===== src/rtl/tt_um_uabc_spi_regs.sv =====
// tt_um_uabc_spi_regs: SPI mode-0 responder with four 8-bit registers.
// Define SPI_TXN_COUNT_EN to make REG3 count completed write frames (else REG3 reads 8'hA5).
module tt_um_uabc_spi_regs (
    input  logic       clk,
    input  logic       rst_n,
    input  logic       ena,
    input  logic [7:0] ui_in,
    input  logic [7:0] uio_in,
    output logic [7:0] uo_out,
    output logic [7:0] uio_out,
    output logic [7:0] uio_oe
);
    typedef enum logic [1:0] {IDLE, CMD, DATA, DONE} state_t;
    state_t state, state_nx;
    logic [1:0] sclk_m, mosi_m, cs_m;
    logic sclk_d, cs_d, sclk_s, mosi_s, cs_s, rise, fall, cs_fall, last, wr, miso;
    logic [3:0] cnt;
    logic [6:0] sh;
    logic [7:0] tx, r0, r1, r2, r3, cmd_byte, rd_val;
    logic [1:0] addr;
    logic unused_bits;
    assign unused_bits = &{1'b0, uio_in, ui_in[7:3], r1[7]};
    assign sclk_s = sclk_m[1];
    assign mosi_s = mosi_m[1];
    assign cs_s = cs_m[1];
    assign rise = sclk_s & ~sclk_d;
    assign fall = ~sclk_s & sclk_d;
    assign cs_fall = ~cs_s & cs_d;
    assign cmd_byte = {sh, mosi_s};
    assign last = state == DATA && rise && cnt == 4'd15;
`ifdef SPI_TXN_COUNT_EN
    always_ff @(posedge clk or negedge rst_n)
        if (!rst_n) r3 <= 8'h00;
        else if (last && wr) r3 <= r3 + 8'd1;
`else
    assign r3 = 8'hA5;
`endif
    assign rd_val = cmd_byte[1:0] == 2'd0 ? r0 : cmd_byte[1:0] == 2'd1 ? r1 :
                    cmd_byte[1:0] == 2'd2 ? r2 : r3;
    assign miso = state == DATA && !wr ? tx[7] : 1'b0;
    assign uo_out = {r1[6:0], miso};
    assign uio_out = r0;
    assign uio_oe = 8'hFF;
    always_comb begin
        state_nx = state;
        state_nx = cs_s ? IDLE :
                   (state == IDLE && cs_fall) ? CMD :
                   (state == CMD && rise && cnt == 4'd7) ? DATA :
                   last ? DONE : state;
    end
    // CS_N synchronizer resets to asserted so a CS_N held low across reset never looks like a fresh fall
    always_ff @(posedge clk or negedge rst_n) begin
        if (!rst_n) begin
            sclk_m <= 2'b00;
            mosi_m <= 2'b00;
            cs_m <= 2'b00;
            sclk_d <= 1'b0;
            cs_d <= 1'b0;
            state <= IDLE;
            cnt <= 4'd0;
            sh <= 7'd0;
            tx <= 8'h00;
            wr <= 1'b0;
            addr <= 2'd0;
            r0 <= 8'h00;
            r1 <= 8'h00;
            r2 <= 8'h00;
        end else begin
            sclk_m <= {sclk_m[0], ui_in[0]};
            mosi_m <= {mosi_m[0], ui_in[1]};
            cs_m <= {cs_m[0], ui_in[2] | ~ena};
            sclk_d <= sclk_s;
            cs_d <= cs_s;
            state <= state_nx;
            if (state == IDLE) begin
                cnt <= 4'd0;
                sh <= 7'd0;
            end else if (rise && (state == CMD || state == DATA)) begin
                cnt <= cnt + 4'd1;
                sh <= {sh[5:0], mosi_s};
            end
            if (state == CMD && rise && cnt == 4'd7) begin
                wr <= cmd_byte[7];
                addr <= cmd_byte[1:0];
                tx <= rd_val;
            end else if (state == DATA && fall && cnt != 4'd8) begin
                tx <= {tx[6:0], 1'b0};
            end
            if (last && wr && addr == 2'd0) r0 <= cmd_byte;
            if (last && wr && addr == 2'd1) r1 <= cmd_byte;
            if (last && wr && addr == 2'd2) r2 <= cmd_byte;
        end
    end
endmodule


===== config.mk =====
export PLATFORM = sky130hd
export DESIGN_NAME = tt_um_uabc_spi_regs
export DESIGN_NICKNAME = d
export VERILOG_FILES = /design/src/rtl/tt_um_uabc_spi_regs.sv
export SDC_FILE = /design/constraint.sdc
export NUM_CORES = 1
export LEC_CHECK = 0
export ABC_CLOCK_PERIOD_IN_PS = 2360
export CORE_UTILIZATION = 43
export DETAILED_ROUTE_END_ITERATION = 10
export MAX_ROUTING_LAYER = met4
export PLACE_DENSITY = 0.67
export SKIP_CTS_REPAIR_TIMING = 1
export SYNTH_ARGS = -nofsm -noshare
export SYNTH_HDL_FRONTEND = slang
export SYNTH_SLANG_ARGS = --single-unit
export TNS_END_PERCENT = 1

===== constraint.sdc =====
create_clock -name clk -period 2.36 [get_ports clk]
set_input_delay 0.236 -clock clk [delete_from_list [all_inputs] [get_ports clk]]
set_output_delay 0.236 -clock clk [all_outputs]
set_load 0.01 [all_outputs]

==> run_1/layers.png <==
(4 px per um)
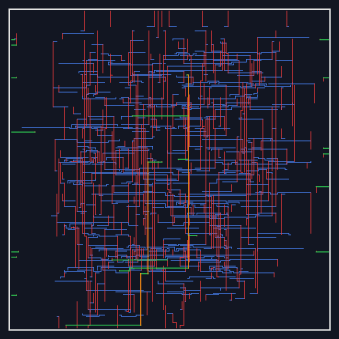
- M1: blue (wire length 2220 um)
- M2: red (wire length 2170 um)
- M3: green (wire length 98.7 um)
- M4: orange (wire length 89.1 um)
DRT Wirelength: 4580 um
drt wl/cell: 15.2 um
Via Count: 1540
Total Routing Usage GR: 0.170

==> run_1/port_trees.png <==
(6 px per um)
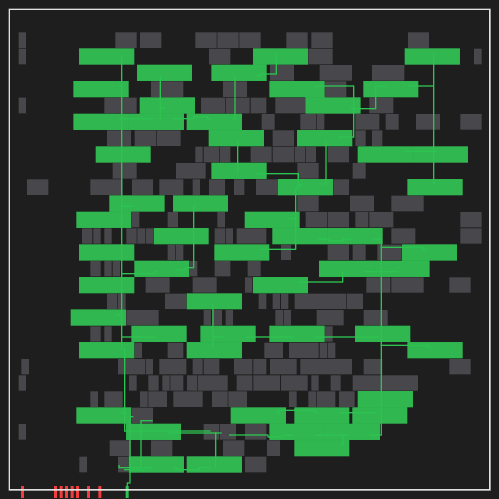
- uio_in: red (bits 8; direction input; end cells 0; buffers 0)
- rst_n: green (bits 1; direction input; end cells 56; buffers 4; wire 427 um)

==> run_1/gates.png <==
(4 px per um)
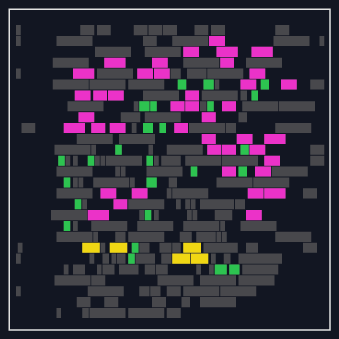
- aoi and oai cells: green (cells 25; most used a21oi_1)
- mux cells: magenta (cells 42; most used mux2_2)
- fa/ha/maj cells: yellow (cells 5; most used ha_1; where south)
multi-input gate share of total cell area: 0.358
final std cells w/o fill: 301

==> impl_metrics.yaml, run 1 <==
# implementation run metrics
synthesis:
  synthMostInstantiatedCell: "dfrtp_1"
  yosysSeqAreaShare: 0.538
  ys_cells: 212
  yosys_warnings: 0
  ys_sh_simple: 0.116
  synth.area.top_cells: "dfrtp_1 (54%), mux2_2 (8.6%), mux2i_1 (5.4%)"
  ys_sh_adder: 0.0240
  netlist_area_um2: 2600
  syn_area_per_cell_um2: 12.3
  async_reset_ff_frac: 1.00
clock_network:
  ctsHtreeMaxLevel: 2
  clock_sinks: 56
  cts_tree: "yes"
  cts_buffers: 5
cells_and_area:
  post-route-util: 0.513
  fin_nets: 252
  logic_area_um2: 1040
power_and_ir_drop:
  switching_share: 0.215
  p_leak_nw: 1.46
  p_comb_frac: 0.035
  p_per_area_nw_per_um2: 568
  peakVddDrop_uv: 337
  intPower_mw: 1.30
  pwr-share-clk: 0.377
sta:
  max_slew.worst_pin.slew_ns: 0.646
  maxSlewViolCount: 0
  clock.fmax_mhz: 480
grt:
  use_met3: 0.0274
  use_met1: 0.226
  antenna_found_initial: 0
drt:
  ant_nets: 0
  drtIter0Drc: 91
critical_path:
  slowest_delay_ns: 0.42
  cp_max_fo: 8
  startpoint_type: "register"
  path_class: "register to register"
  worstPathRequired_ns: 2.56
floorplan:
  io_pins: 43
  chipArea_um2: 6370
placement:
  postPlaceCellArea_um2: 2790
  gp_congestion: 0.765
run:
  max_cap_violations: 0
outcome:
  status: "complete, no violations"
run 1: cell type report:
| type | count | area share |
|---|---|---|
| inverters | 4 | 0.00515 |
| repair buffers | 27 | 0.0867 |
| flip-flops and latches | 56 | 0.481 |
| well taps | 72 | 0.0309 |
| clock buffers | 5 | 0.0236 |
| clock inverters | 3 | 0.0146 |
| multi-input cells | 134 | 0.358 |
run 1: state kept, by name, summed over array words and instances (netlist names), 2 cells and up:
register	count
r1	8
cs_m	2
r2	8
uio_out	8
mosi_m	2
cnt	4
tx	8
addr	2
sh	7
sclk_m	2
state	2
run 1: power groups by stage:
stage | logic (mW) | registers, mW | clock network [mW]
after floorplan | 0.0339 | 0.990 | 0
after CTS | 0.0588 | 0.974 | 0.644
final | 0.0583 | 0.974 | 0.623
after detailed placement | 0.0585 | 0.993 | 0
after global routing | 0.0670 | 0.975 | 0.674
after global placement | 0.0582 | 0.992 | 0
run 1: cells in the final DEF, fill, tap and decap left out, types with 7 or more instances in the layout:
| master | instances |
|---|---|
| a21oi_1 | 13 |
| clkdlybuf4s50_1 | 20 |
| conb_1 | 8 |
| dfrtp_1 | 56 |
| mux2_2 | 20 |
| mux2_4 | 8 |
| mux2i_1 | 14 |
| nand2_1 | 26 |
| nor2_1 | 7 |
run 1: through the flow:
step,power [mW],setup slack [ns],hold WS (ns)
finish,1.66,0.278,0.268
detailed placement,1.05,0.305,0.0481
global route,1.72,0.194,0.268
floorplan,1.02,0.522,-0.0596
CTS,1.68,0.285,-0.291
global placement,1.05,0.318,0.0447
run 1: per-layer routing:
layer / vias up / part of all wire
li1: 739 / -
met1: 769 / 0.48
met2: 23 / 0.47
met3: 9 / 0.021
met4: 0 / 0.019
met5: - / 0
==> run 1 -> run 2 <==
CTS_CLUSTER_DIAMETER = 120   (was default)
==> run_2/ff_map.png <==
(3 px per um)
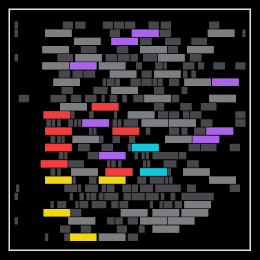
- sh: red (sequential cells 7; where west)
- addr: cyan (sequential cells 2)
- r1: purple (sequential cells 8)
- cnt: yellow (sequential cells 4; where south-west)
- not colored: 35
post-layout util: 0.513
fraction of area in registers: 0.481
seq pwr: 0.974 mW

==> run_2/clock_nets.png <==
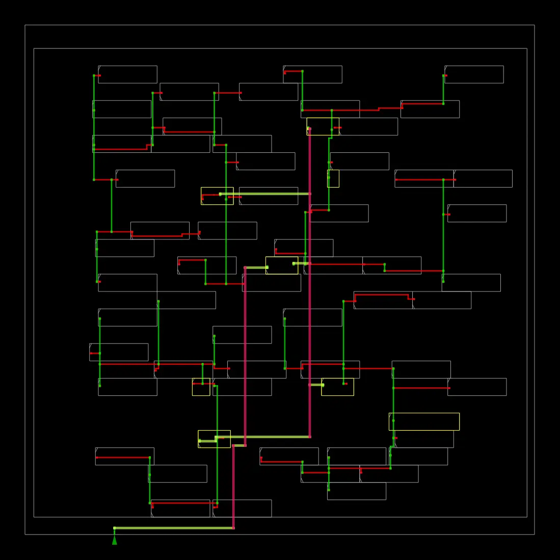
clkbuf count: 5
clk pwr: 0.623 mW

==> run 2 against run 1 <==
- synthesized area stayed put
- register-to-register slack hardly changed
- combinational power about the same
- critical path type unchanged
- largest power group unchanged
==> impl_metrics.yaml, run 2 <==
# implementation run metrics
placement:
  gp_congestion: 0.765
  postPlaceCellArea_um2: 2790
floorplan:
  io_pins: 43
  chipArea_um2: 6370
sta:
  max_slew.worst_pin.slew_ns: 0.646
  hold-worst-slack_ns: 0.268
power_and_ir_drop:
  switching_share: 0.215
  p_leak_nw: 1.46
  intPower_mw: 1.30
  p_per_area_nw_per_um2: 568
cells_and_area:
  logic_area_um2: 1040
  layout_top_cells: "dfrtp_1 (56), nand2_1 (26), mux2_2 (20), clkdlybuf4s50_1 (20), mux2i_1 (14)"
  fin_nets: 252
clock_network:
  clock_sinks: 56
  cts_buffers: 5
drt:
  wirelength_um: 4580
critical_path:
  cp_max_fo: 8
  startpoint_type: "register"
synthesis:
  synth.area.top_cells: "dfrtp_1 (54%), mux2_2 (8.6%), mux2i_1 (5.4%)"
  ys_sh_simple: 0.116
outcome:
  status: "complete, no violations"
grt:
  antenna_found_initial: 0
run:
  max_cap_violations: 0
[run 2: cell counts in the layout (fill, tap and decap cells not counted)]
No cell type changed its count.
[run 2: power groups by stage]
stage | clock network, mW | logic (mW) | registers, mW
after detailed placement | 0 | 0.0585 | 0.993
after CTS | 0.644 | 0.0588 | 0.974
after floorplan | 0 | 0.0339 | 0.990
after global routing | 0.674 | 0.0670 | 0.975
after global placement | 0 | 0.0582 | 0.992
final | 0.623 | 0.0583 | 0.974
[run 2: final cells by class]
cell class	instances	area share
inverters	4	0.00515
clock buffers	5	0.0236
multi-input cells	134	0.358
clock inverters	3	0.0146
well taps	72	0.0309
repair buffers	27	0.0867
flip-flops and latches	56	0.481
[run 2: worst max-delay path: stages, from the launching register on]
cell and delay (ns):
dfrtp_1 0.42, ha_1 0.20, and4b_4 0.25, and3_1 0.34, and4bb_1 0.23, buf_4 0.22
mux2_4 0.32
[run 2: kinds of logic after synthesis]
logic type,count (synthesis)
buf+inv,29
simple gates,52
xor+xnor,2
fa+ha+maj,5
compound gates,25
other cells,1
flops,56
mux,42
[run 2: worst min path at each step]
stage               start        end  slack [ns]
finish              rst_n     cnt[2]        0.27
global route        rst_n     cnt[2]        0.27
CTS                 rst_n     cnt[2]       -0.29
detailed placement  rst_n     cnt[2]        0.05
global placement    rst_n  sclk_m[0]        0.04
floorplan           rst_n    addr[0]       -0.06
[run 2: routing by layer]
metal | track usage | vias to the layer above | routed length (um)
met4 | 0.0696 | 0 | 89
met2 | 0.260 | 23 | 2170
met5 | - | - | 0
met1 | 0.226 | 769 | 2220
li1 | - | 739 | -
met3 | 0.0274 | 9 | 98
Power is estimated from default activity; no workload was simulated.
